Fig. 1: run 1, sequential cells coloured by netlist name
Other sequential cells in the stronger grey, the rest of the logic in the fainter grey.
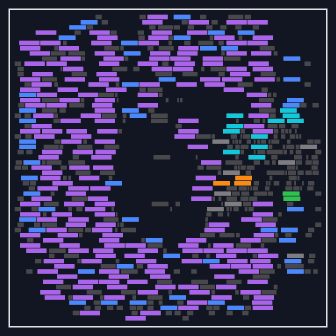
Fig. 2: run 1, gate-type map
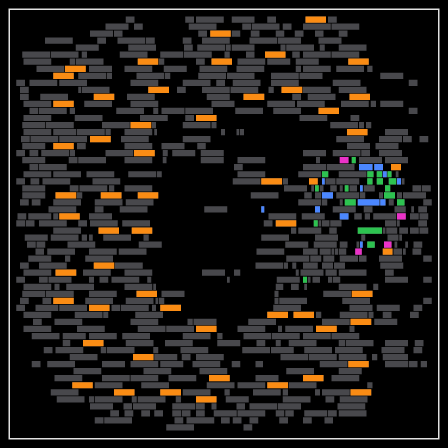
Fig. 3: run 1, clock wiring as the flow saved it
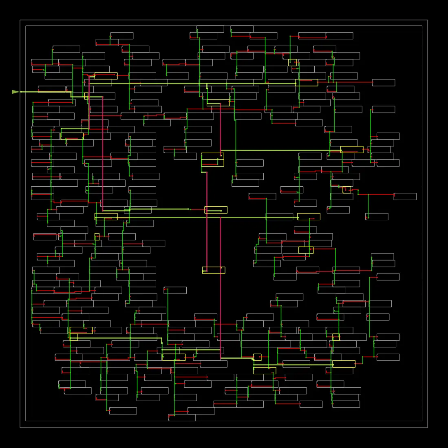
File: config.mk
export PLATFORM = sky130hd
export DESIGN_NAME = uart_tx_sched
export DESIGN_NICKNAME = d
export VERILOG_FILES = /design/src/rtl/phy_types_pkg.sv /design/src/rtl/sched_fifo.sv /design/src/rtl/uart_tx_sched.sv
export SDC_FILE = /design/constraint.sdc
export NUM_CORES = 1
export LEC_CHECK = 0
export CORE_MARGIN = 2
export CORE_UTILIZATION = 40
export CTS_CLUSTER_DIAMETER = 80
export CTS_CLUSTER_SIZE = 30
export DETAILED_ROUTE_END_ITERATION = 6
export GPL_TIMING_DRIVEN = 0
export PLACE_DENSITY_LB_ADDON = 0.3
export SYNTH_ARGS = -nofsm -noshare
export SYNTH_HDL_FRONTEND = slang
export SYNTH_SLANG_ARGS = --single-unit
File: constraint.sdc
create_clock -name CLK -period 4.6 [get_ports CLK]
set_input_delay 1.38 -clock CLK [delete_from_list [all_inputs] [get_ports CLK]]
set_output_delay 1.38 -clock CLK [all_outputs]
set_load 0.03 [all_outputs]
File: src/rtl/phy_types_pkg.sv
// Shared PHY-side types: comma selector for uart_tx frames and the launch
// sequencer state encoding.
package phy_types_pkg;

    localparam int SYMBOL_W = 10;

    typedef enum logic [1:0] {
        NADA                = 2'd0,
        SELECT_COMMA_DATA   = 2'd1,
        SELECT_COMMA_1_FLIT = 2'd2,
        SELECT_COMMA_2_FLIT = 2'd3
    } comma_sel_t;

    typedef enum logic [1:0] {
        ST_IDLE   = 2'd0,
        ST_LAUNCH = 2'd1,
        ST_WAIT   = 2'd2,
        ST_GAP    = 2'd3
    } tx_sched_state_t;

    // A request may only be queued if it carries a real selector.
    function automatic logic comma_sel_legal(input comma_sel_t sel);
        return sel != NADA;
    endfunction

endpackage

File: src/rtl/sched_fifo.sv
// Parameterized synchronous FIFO. Pointers carry one extra wrap bit so full
// and empty are told apart without a separate counter.
module sched_fifo #(
    parameter int WIDTH = 8,
    parameter int DEPTH = 4
) (
    input  logic                     CLK,
    input  logic                     nRST,
    input  logic                     push,
    input  logic                     pop,
    input  logic [WIDTH-1:0]         wdata,
    output logic [WIDTH-1:0]         rdata,
    output logic                     full,
    output logic                     empty,
    output logic [$clog2(DEPTH):0]   count
);

    localparam int AW = $clog2(DEPTH);

    logic [AW:0]      wr_ptr;
    logic [AW:0]      rd_ptr;
    logic [WIDTH-1:0] mem [DEPTH];
    logic             do_push;
    logic             do_pop;

    assign do_push = push && !full;
    assign do_pop  = pop && !empty;

    // Pointer update; wrap is natural at the power-of-two boundary.
    always_ff @(posedge CLK or negedge nRST) begin
        if (!nRST) begin
            wr_ptr <= '0;
            rd_ptr <= '0;
        end else begin
            if (do_push) wr_ptr <= wr_ptr + 1'b1;
            if (do_pop)  rd_ptr <= rd_ptr + 1'b1;
        end
    end

    // Storage is not reset; only slots behind the pointers are ever read.
    always_ff @(posedge CLK) begin
        if (do_push) mem[wr_ptr[AW-1:0]] <= wdata;
    end

    assign rdata = mem[rd_ptr[AW-1:0]];
    assign empty = (wr_ptr == rd_ptr);
    assign full  = (wr_ptr[AW] != rd_ptr[AW]) && (wr_ptr[AW-1:0] == rd_ptr[AW-1:0]);
    assign count = wr_ptr - rd_ptr;

endmodule

File: src/rtl/uart_tx_sched.sv
// Request queue and launch sequencer in front of uart_tx: buffers frames,
// issues one-cycle start pulses, waits for completion with a watchdog.
module uart_tx_sched
    import phy_types_pkg::*;
#(
    parameter  int PORTCOUNT = 5,
    parameter  int DEPTH     = 4,
    parameter  int TIMEOUT   = 1024,
    localparam int FRAME_W   = PORTCOUNT * SYMBOL_W,
    localparam int OCC_W     = $clog2(DEPTH) + 1
) (
    input  logic                CLK,
    input  logic                nRST,
    // Handshake: a transfer occurs on a rising CLK edge where req_valid and
    // req_ready are both high. req_ready depends only on FIFO fullness, never
    // on req_valid or on a pop in the same cycle; the source must hold its
    // payload stable while req_valid is high and req_ready is low.
    input  logic                req_valid,
    output logic                req_ready,
    input  logic [FRAME_W-1:0]  req_data,
    input  comma_sel_t          req_comma_sel,
    output logic                tx_start,
    output logic [FRAME_W-1:0]  tx_data,
    output comma_sel_t          tx_comma_sel,
    input  logic                tx_done,
    output logic [OCC_W-1:0]    occupancy,
    output logic                busy,
    output logic [1:0]          err,
    input  logic                err_clr,
    output tx_sched_state_t     state_dbg
);

    localparam int WD_W = $clog2(TIMEOUT + 1);

    tx_sched_state_t     state, state_n;
    logic [WD_W-1:0]     wd, wd_n;
    logic                start_n;
    logic [FRAME_W-1:0]  data_n;
    comma_sel_t          sel_n;
    logic [1:0]          err_n;
    logic                timeout_evt;

    logic                handshake;
    logic                fifo_push;
    logic                fifo_pop;
    logic                illegal_req;
    logic                fifo_full;
    logic                fifo_empty;
    logic [FRAME_W+1:0]  fifo_rdata;
    comma_sel_t          head_sel;
    logic [FRAME_W-1:0]  head_data;

    assign handshake   = req_valid && req_ready;
    assign fifo_push   = handshake && comma_sel_legal(req_comma_sel);
    assign illegal_req = handshake && !comma_sel_legal(req_comma_sel);
    assign req_ready   = !fifo_full;

    sched_fifo #(
        .WIDTH (FRAME_W + 2),
        .DEPTH (DEPTH)
    ) u_fifo (
        .CLK   (CLK),
        .nRST  (nRST),
        .push  (fifo_push),
        .pop   (fifo_pop),
        .wdata ({req_comma_sel, req_data}),
        .rdata (fifo_rdata),
        .full  (fifo_full),
        .empty (fifo_empty),
        .count (occupancy)
    );

    assign head_sel  = comma_sel_t'(fifo_rdata[FRAME_W +: 2]);
    assign head_data = fifo_rdata[FRAME_W-1:0];

    // Next-state, pop request, next launch outputs and watchdog.
    always_comb begin
        state_n     = state;
        fifo_pop    = 1'b0;
        start_n     = 1'b0;
        data_n      = '0;
        sel_n       = NADA;
        wd_n        = wd;
        timeout_evt = 1'b0;
        case (state)
            ST_IDLE: begin
                if (!fifo_empty) begin
                    fifo_pop = 1'b1;
                    start_n  = 1'b1;
                    data_n   = head_data;
                    sel_n    = head_sel;
                    state_n  = ST_LAUNCH;
                end
            end
            ST_LAUNCH: begin
                wd_n    = WD_W'(TIMEOUT - 1);
                state_n = ST_WAIT;
            end
            ST_WAIT: begin
                // Completion takes priority over an expiring watchdog.
                if (tx_done) begin
                    state_n = ST_GAP;
                end else if (wd == '0) begin
                    timeout_evt = 1'b1;
                    state_n     = ST_GAP;
                end else begin
                    wd_n = wd - 1'b1;
                end
            end
            ST_GAP: begin
                state_n = ST_IDLE;
            end
            default: begin
                state_n = ST_IDLE;
            end
        endcase
    end

    // Sticky error flags; a new event in the clear cycle wins.
    always_comb begin
        err_n    = err;
        err_n[0] = illegal_req || (err[0] && !err_clr);
        err_n[1] = timeout_evt || (err[1] && !err_clr);
    end

    // State, watchdog, registered launch outputs and error flags.
    always_ff @(posedge CLK or negedge nRST) begin
        if (!nRST) begin
            state        <= ST_IDLE;
            wd           <= '0;
            tx_start     <= 1'b0;
            tx_data      <= '0;
            tx_comma_sel <= NADA;
            err          <= '0;
        end else begin
            state        <= state_n;
            wd           <= wd_n;
            tx_start     <= start_n;
            tx_data      <= data_n;
            tx_comma_sel <= sel_n;
            err          <= err_n;
        end
    end

    assign busy      = (state != ST_IDLE);
    assign state_dbg = state;

endmodule

==> CHANGELOG.md, run 1 <==
### Metrics

- N_taps: 335
- R2R Path End: u_fifo.mem[3][17]
- Die area: 27400 µm²
- Final non-clock buffer share: 10.3%
- Worst Tran Pin Value: 0.896 ns
- Setup TNS: 0 ns
- F_max: 0.236 GHz
- Basic Gates by Area: 5.61%
- Yosys chip area: 10400 µm²
- CP Launch Point: u_fifo.rd_ptr[1]
- Crit path arrival time: 2.85 ns
- DR pass1 iterations: 6
- Crit Path Max Fanout: 10
- Fa+ha+maj area frac: 1.51%
- GRT busiest layer: met2
- Final hold vios: 0
- Biggest Area Class: registers
- Status: complete, no violations
- Area share, top type: 59.8%
- Clock Pin Slew Worst Setup and Hold Paths: 0.10 ns
- Most area-hungry cell type in the Yosys netlist: edfxtp_1
- Hold endpoint: err[1]
- Number of max-cap violations: 0
- Gp weighted congestion: 0.748
- Final setup violation count: 0
- PD cells: 628 nW/µm²
- Synth Flop Type: edfxtp_1
- Commonest cells post-synth: 208 x edfxtp_1, 74 x dfrtp_1, 56 x and2_1, 52 x mux4_2, 12 x inv_1
- # resized after CTS: 1
- Worst r2r path cells: 6
- Placed cell areas: 12100 µm²
- N_diodes: 0
- CP endpoint kind: primary output
- Top cells excl fill/tap: 208 x edfxtp_1, 117 x clkdlybuf4s50_1, 74 x dfrtp_1
- Met3 GRT Util: 2.90%
- Final hold slack: 0.506 ns
- Comb. pwr: 2910 µW
- Overall Global Routing Usage: 14.2%
- Most numerous logic cell after layout: edfxtp_1
- Post-Syn Area: 10400 µm²
- Ys async rst share: 26.2%
- Logic area: 2220 µm²
- Via count: 4924
- Initial antenna violation count: 0
- DP Worst Slack: 0.381 ns
- Routed Antenna Nets: 0
- Pin count of the biggest net entering global routing: 54
- Top sig layer: met4
- DR WL met2: 9490 µm
- Cells in synth_stat.txt: 499
- CP Data Required Time: 3.22 ns
- Worst hold path cell count: 1
- Last element of the critical path: req_ready
- P_leak: 0.00435 µW
- Final WL: 19200 µm
- Layout area overhead: 19.9%
- Multi-input gate share of the layout cell area: 17.7%
- Startpoint Class: register
- Post-Synth AOI/OAI Area: 1.77%
- Seq cells: 282
- Period utilisation layout: 92.0%
- Period minus WS final: 4.23 ns
- Cells after synthesis: 499
- # IOs: 119
- EDFF count, synth: 208
- Clock share of power: 18.0%
- Fp_density: 40.4%
- Fin nets: 703
- Detail Placement HPWL: 11500 µm
- Met3 routed WL: 1080 µm
- Maximum vdd drop: 0.578 mV
- RSZ-0062 raised after global routing: false
- CTS hold repair buffers: 0
- IO Port Bufs: 118
- P_clk: 1410 µW
- Gr ovfl total: 0
- Drt drc: 0
- Syn_area_per_cell: 20.9 µm²
- Yosys warnings: 0
- Largest cells by area: edfxtp_1 60%, dfrtp_1 18%, mux4_2 11%
- Die width: 166 µm
- Vias/cell: 5.05
- CTS tree: done
- Area fraction in mux cells: 11.5%
- Area fraction in xor and xnor cells: 0.743%
- Drt wl/cell: 19.6 µm
- Min-Delay Startpoint: err[1]
- CTS sink cnt: 282
- Met2 Track Usage GR: 24.2%
- # rows: 59
- Net Count, Synth: 568
- Nonclk buf count: 137
- # fillers: 2163
- HP Class: register to register
- Slack of the worst reg-to-reg path: 1.42 ns
- ClkCell Share: 3.54%
- Final worst slack: 0.367 ns
- First-pass GRT wire length: 29200 µm
- Register share after synthesis: 77.6%
- Vias in the first global route: 5195
- Register share of total power: 45.1%
- Pwr top: registers
- Synth cell types: 47
- CTS Root Cell: clkbuf_16
- Final Max Tran Viols: 0
- Core ar.: 25800 µm²
## Picture notes: Fig. 1
legend:
  `tx_data`:
    colour: blue
    sequential_cells: 50
    where: all over the die
  `u_fifo.mem`:
    colour: purple
    sequential_cells: 208
    where: all over the die
  `wd`:
    colour: cyan
    sequential_cells: 11
  `state_dbg`:
    colour: green
    sequential_cells: 2
  `u_fifo.wr_ptr`:
    colour: orange
    sequential_cells: 3
Final Core Density: 48.4%
Reg area: 8100 µm²
Sequential Power: 3550 µW
flop share of the area: 64.7%

## Picture notes: Fig. 2
legend:
  nor cells:
    colour: blue
    cells: 13
    most_used: nor2_1
    where: east
  aoi and oai cells:
    colour: green
    cells: 18
    most_used: o21ai_0
    where: east
  mux cells:
    colour: orange
    cells: 55
    most_used: mux4_2
    where: all over the die
  non-inverting ao/oa cells:
    colour: magenta
    cells: 4
    where: east

## Picture notes: Fig. 3
CLK BUF: 16
clk_skew: 0.0110 ns
Num CTS Buffers: 14
Late-Pin Clk Latency: 0.49 ns

[run 1: worst max-delay path: stages (launching register included)]
cell and delay, ns:
dfrtp_1 0.42, clkbuf_2 0.28, clkbuf_2 0.32, inv_1 0.12, ha_1 0.38, nand3_1 0.16
clkdlybuf4s50_1 0.69
[run 1: flip-flops by register name, summed over array words and instances (netlist names)]
name / cells
err: 2
state_dbg: 2
tx_comma_sel: 2
tx_data: 50
tx_start: 1
u_fifo.mem: 208
u_fifo.rd_ptr: 3
u_fifo.wr_ptr: 3
wd: 11
[run 1: metrics by stage]
stage	utilization (%)	power, µW
6_report	48.4	7870
4_1_cts	48.4	8010
3_5_place_dp	46.7	6590
3_3_place_gp	46.6	6550
2_1_floorplan	-	5440
5_1_grt	48.4	8290
## Run 2: what changed since run 1
--- a/config.mk
+++ b/config.mk
@@ -5,7 +5,7 @@
 export SDC_FILE = /design/constraint.sdc
 export NUM_CORES = 1
 export LEC_CHECK = 0
-export CORE_MARGIN = 2
+export CORE_MARGIN = 10
 export CORE_UTILIZATION = 40
 export CTS_CLUSTER_DIAMETER = 80
 export CTS_CLUSTER_SIZE = 30
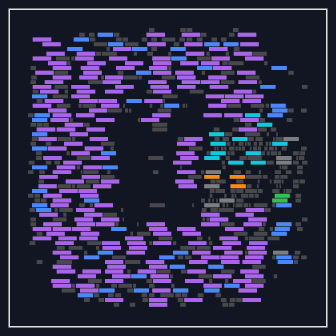
Fig. 4. Sequential cells coloured by netlist name (run 2).
Other sequential cells in the stronger grey, the rest of the logic in the fainter grey.
legend:
  `u_fifo.wr_ptr`:
    colour: orange
    sequential_cells: 3
  `wd`:
    colour: cyan
    sequential_cells: 11
    where: east
  `tx_data`:
    colour: blue
    sequential_cells: 50
    where: all over the die
  `u_fifo.mem`:
    colour: purple
    sequential_cells: 208
  `state_dbg`:
    colour: green
    sequential_cells: 2
not coloured: 8

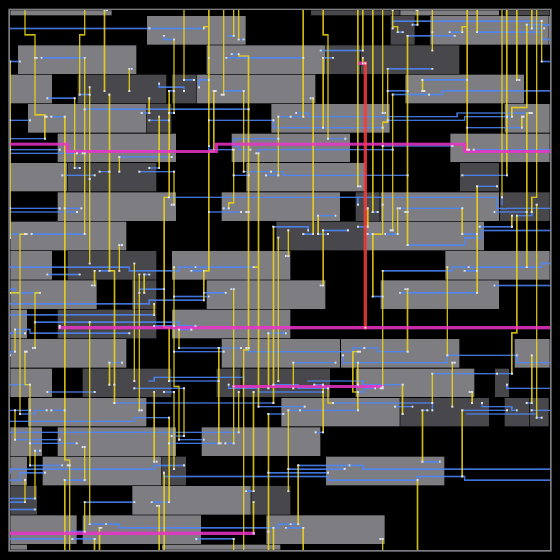
Fig. 5. Close-up of the layout (run 2).
Window x 20 to 70, y 111 to 161 µm. Cells in grey, sequential cells in the stronger grey; small squares are vias.
legend:
  M3:
    colour: magenta
  M4:
    colour: red
  M2:
    colour: yellow
  M1:
    colour: blue
cells with their middle in the window: 61
most frequent: edfxtp_1 (36), mux4_2 (8), and2_1 (8)
sequential cells in the window: 37
netlist names of flops here include: `u_fifo.mem` (36), `tx_data` (1)

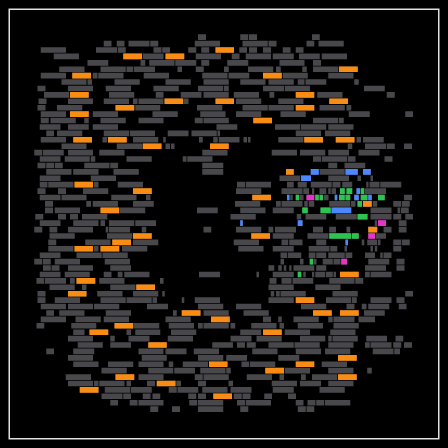
Fig. 6. Gate-type map (run 2).
legend:
  mux cells:
    colour: orange
    cells: 55
    most_used: mux4_2
    where: all over the die
  non-inverting ao/oa cells:
    colour: magenta
    cells: 4
    where: east
  nor cells:
    colour: blue
    cells: 13
    most_used: nor2_1
    where: east
  aoi and oai cells:
    colour: green
    cells: 18
    most_used: o21ai_0
    where: east

==> CHANGELOG.md, run 2 <==
### Metrics

- Crit path largest cell delay: 0.69 ns (about the same)
- Detail Placement HPWL: 12400 µm (was 11500 µm)
- CTS sink cnt: 282 (unchanged)
- Syn_area_per_cell: 20.9 µm² (unchanged)
- First-pass GRT wire length: 31500 µm (was 29200 µm)
- Final hold vios: 0 (unchanged)
- Period utilisation layout: 93.1% (was 92.0%)
- Final setup violation count: 0 (unchanged)
- Cells in synth_stat.txt: 499 (unchanged)
- Seq cells: 282 (unchanged)
- Commonest cells post-synth: 208 x edfxtp_1, 74 x dfrtp_1, 56 x and2_1, 52 x mux4_2, 12 x inv_1 (unchanged)
- Ys async rst share: 26.2% (unchanged)
- Slack of the worst reg-to-reg path: 1.39 ns (was 1.42 ns)
- Post-Syn Area: 10400 µm² (unchanged)
- CP Data Required Time: 3.22 ns (about the same)
- Synth cell types: 47 (unchanged)
- Period minus WS final: 4.28 ns (was 4.23 ns)
- Cells after synthesis: 499 (unchanged)
- Synth Flop Type: edfxtp_1 (unchanged)
- Drt drc: 0 (unchanged)
- Yosys warnings: 0 (unchanged)
- Area share, top type: 59.8% (unchanged)
- Register share after synthesis: 77.6% (unchanged)
- Multi-input gate share of the layout cell area: 17.7% (about the same)
- CP Launch Point: u_fifo.rd_ptr[1] (unchanged)
- Vias/cell: 4.99 (was 5.05)
- Yosys chip area: 10400 µm² (unchanged)
- Flop share of the area: 64.7% (about the same)
- Status: complete, no violations (unchanged)
- GRT busiest layer: met2 (unchanged)
- Critical path depth in cells: 6 (unchanged)
- Top sig layer: met5 (was met4)
- # fillers: 2183 (was 2163)
- Max reg flops: 208 (unchanged)
- R2R Path End: u_fifo.mem[3][27] (was u_fifo.mem[3][17])
- Initial antenna violation count: 1 (was 0)
- Last element of the critical path: req_ready (unchanged)
- Most area-hungry cell type in the Yosys netlist: edfxtp_1 (unchanged)
- Largest cells by area: edfxtp_1 60%, dfrtp_1 18%, mux4_2 11% (unchanged)
- Overall Global Routing Usage: 12.0% (was 14.2%)
- Met3 routed WL: 1260 µm (was 1080 µm)
- Pin count of the biggest net entering global routing: 54 (unchanged)
- Top cell by count, worst path: clkbuf_2 (unchanged)
- N_diodes: 0 (unchanged)
- CP endpoint kind: primary output (unchanged)
- Placed cell areas: 12100 µm² (about the same)
- Biggest Area Class: registers (unchanged)
- Logic area: 2220 µm² (unchanged)
- Clk_skew: 0.0125 ns (was 0.0110 ns)
- Most numerous logic cell after layout: edfxtp_1 (unchanged)
- Num CTS Buffers: 14 (unchanged)
- N_taps: 335 (unchanged)
- Final Max Tran Viols: 0 (unchanged)
- Largest delay share family, worst path: buffers and inverters (unchanged)
- Clock Pin Slew Worst Setup and Hold Paths: 0.11 ns (was 0.10 ns)
- # rows: 59 (unchanged)
- Worst hold path cell count: 1 (unchanged)
- ClkCell Share: 3.66% (was 3.54%)
- Reg area: 8100 µm² (unchanged)
- Power, Total: 7900 µW (was 7870 µW)
- DP Worst Slack: 0.396 ns (was 0.381 ns)
- EDFF count, synth: 208 (unchanged)
- DR WL met2: 10000 µm (was 9490 µm)
- Final WL: 20000 µm (was 19200 µm)
- Die width: 182 µm (was 166 µm)
- Slowest CP cell: clkdlybuf4s50_1 (unchanged)
- Crit path arrival time: 2.90 ns (was 2.85 ns)
- CTS tree: done (unchanged)
- DR pass1 iterations: 4 (was 6)
- F_max: 0.234 GHz (was 0.236 GHz)
- Late-Pin Clk Latency: 0.49 ns (about the same)
- CTS Root Cell: clkbuf_16 (unchanged)
- Final hold slack: 0.504 ns (was 0.506 ns)
- Vias in the first global route: 5542 (was 5195)
- # IOs: 119 (unchanged)
- Net Count, Synth: 568 (unchanged)
- Setup TNS: 0 ns (unchanged)
- P_leak: 0.00435 µW (about the same)
- Crit Path Max Fanout: 10 (unchanged)
- Die area: 33000 µm² (was 27400 µm²)
- Final non-clock buffer share: 10.3% (about the same)
- Worst r2r path cells: 6 (unchanged)
- CLK BUF: 18 (was 16)
- Drt wl/cell: 20.4 µm (was 19.6 µm)
- Top cells excl fill/tap: 208 x edfxtp_1, 117 x clkdlybuf4s50_1, 74 x dfrtp_1 (unchanged)
- Routed Antenna Nets: 0 (unchanged)
- Final Core Density: 48.5% (was 48.4%)
[run 2: netlist changes by cell type in the layout (fill, tap and decap cells not counted), sizes merged]
cell      delta
clkbuf       +2
clkinvlp     -1
[run 2: power by group]
group | total [µW] | switching, µW | internal [µW]
Sequential | 3540 | 187 | 3360
Combinational | 2930 | 1660 | 1270
Clock | 1430 | 784 | 641
[run 2: kinds of logic after synthesis]
| family | synth area share (%) |
|---|---|
| and+or+nand+nor | 5.61 |
| adders and majority gates | 1.51 |
| muxes | 11.5 |
| xor gates and xnor gates | 0.743 |
| DFF | 77.6 |
| AOI/OAI and AO/OA | 1.77 |
| buffers and inverters | 1.23 |
[run 2: what timing repair did]
| action | 4_1_cts | 5_1_grt |
|---|---|---|
| hold buffers | 0 | 0 |
| resized | 1 | 2 |
| endpoints found under the setup margin | 1 | 1 |
No activity file was given, so power comes from the tool's default toggle rates.
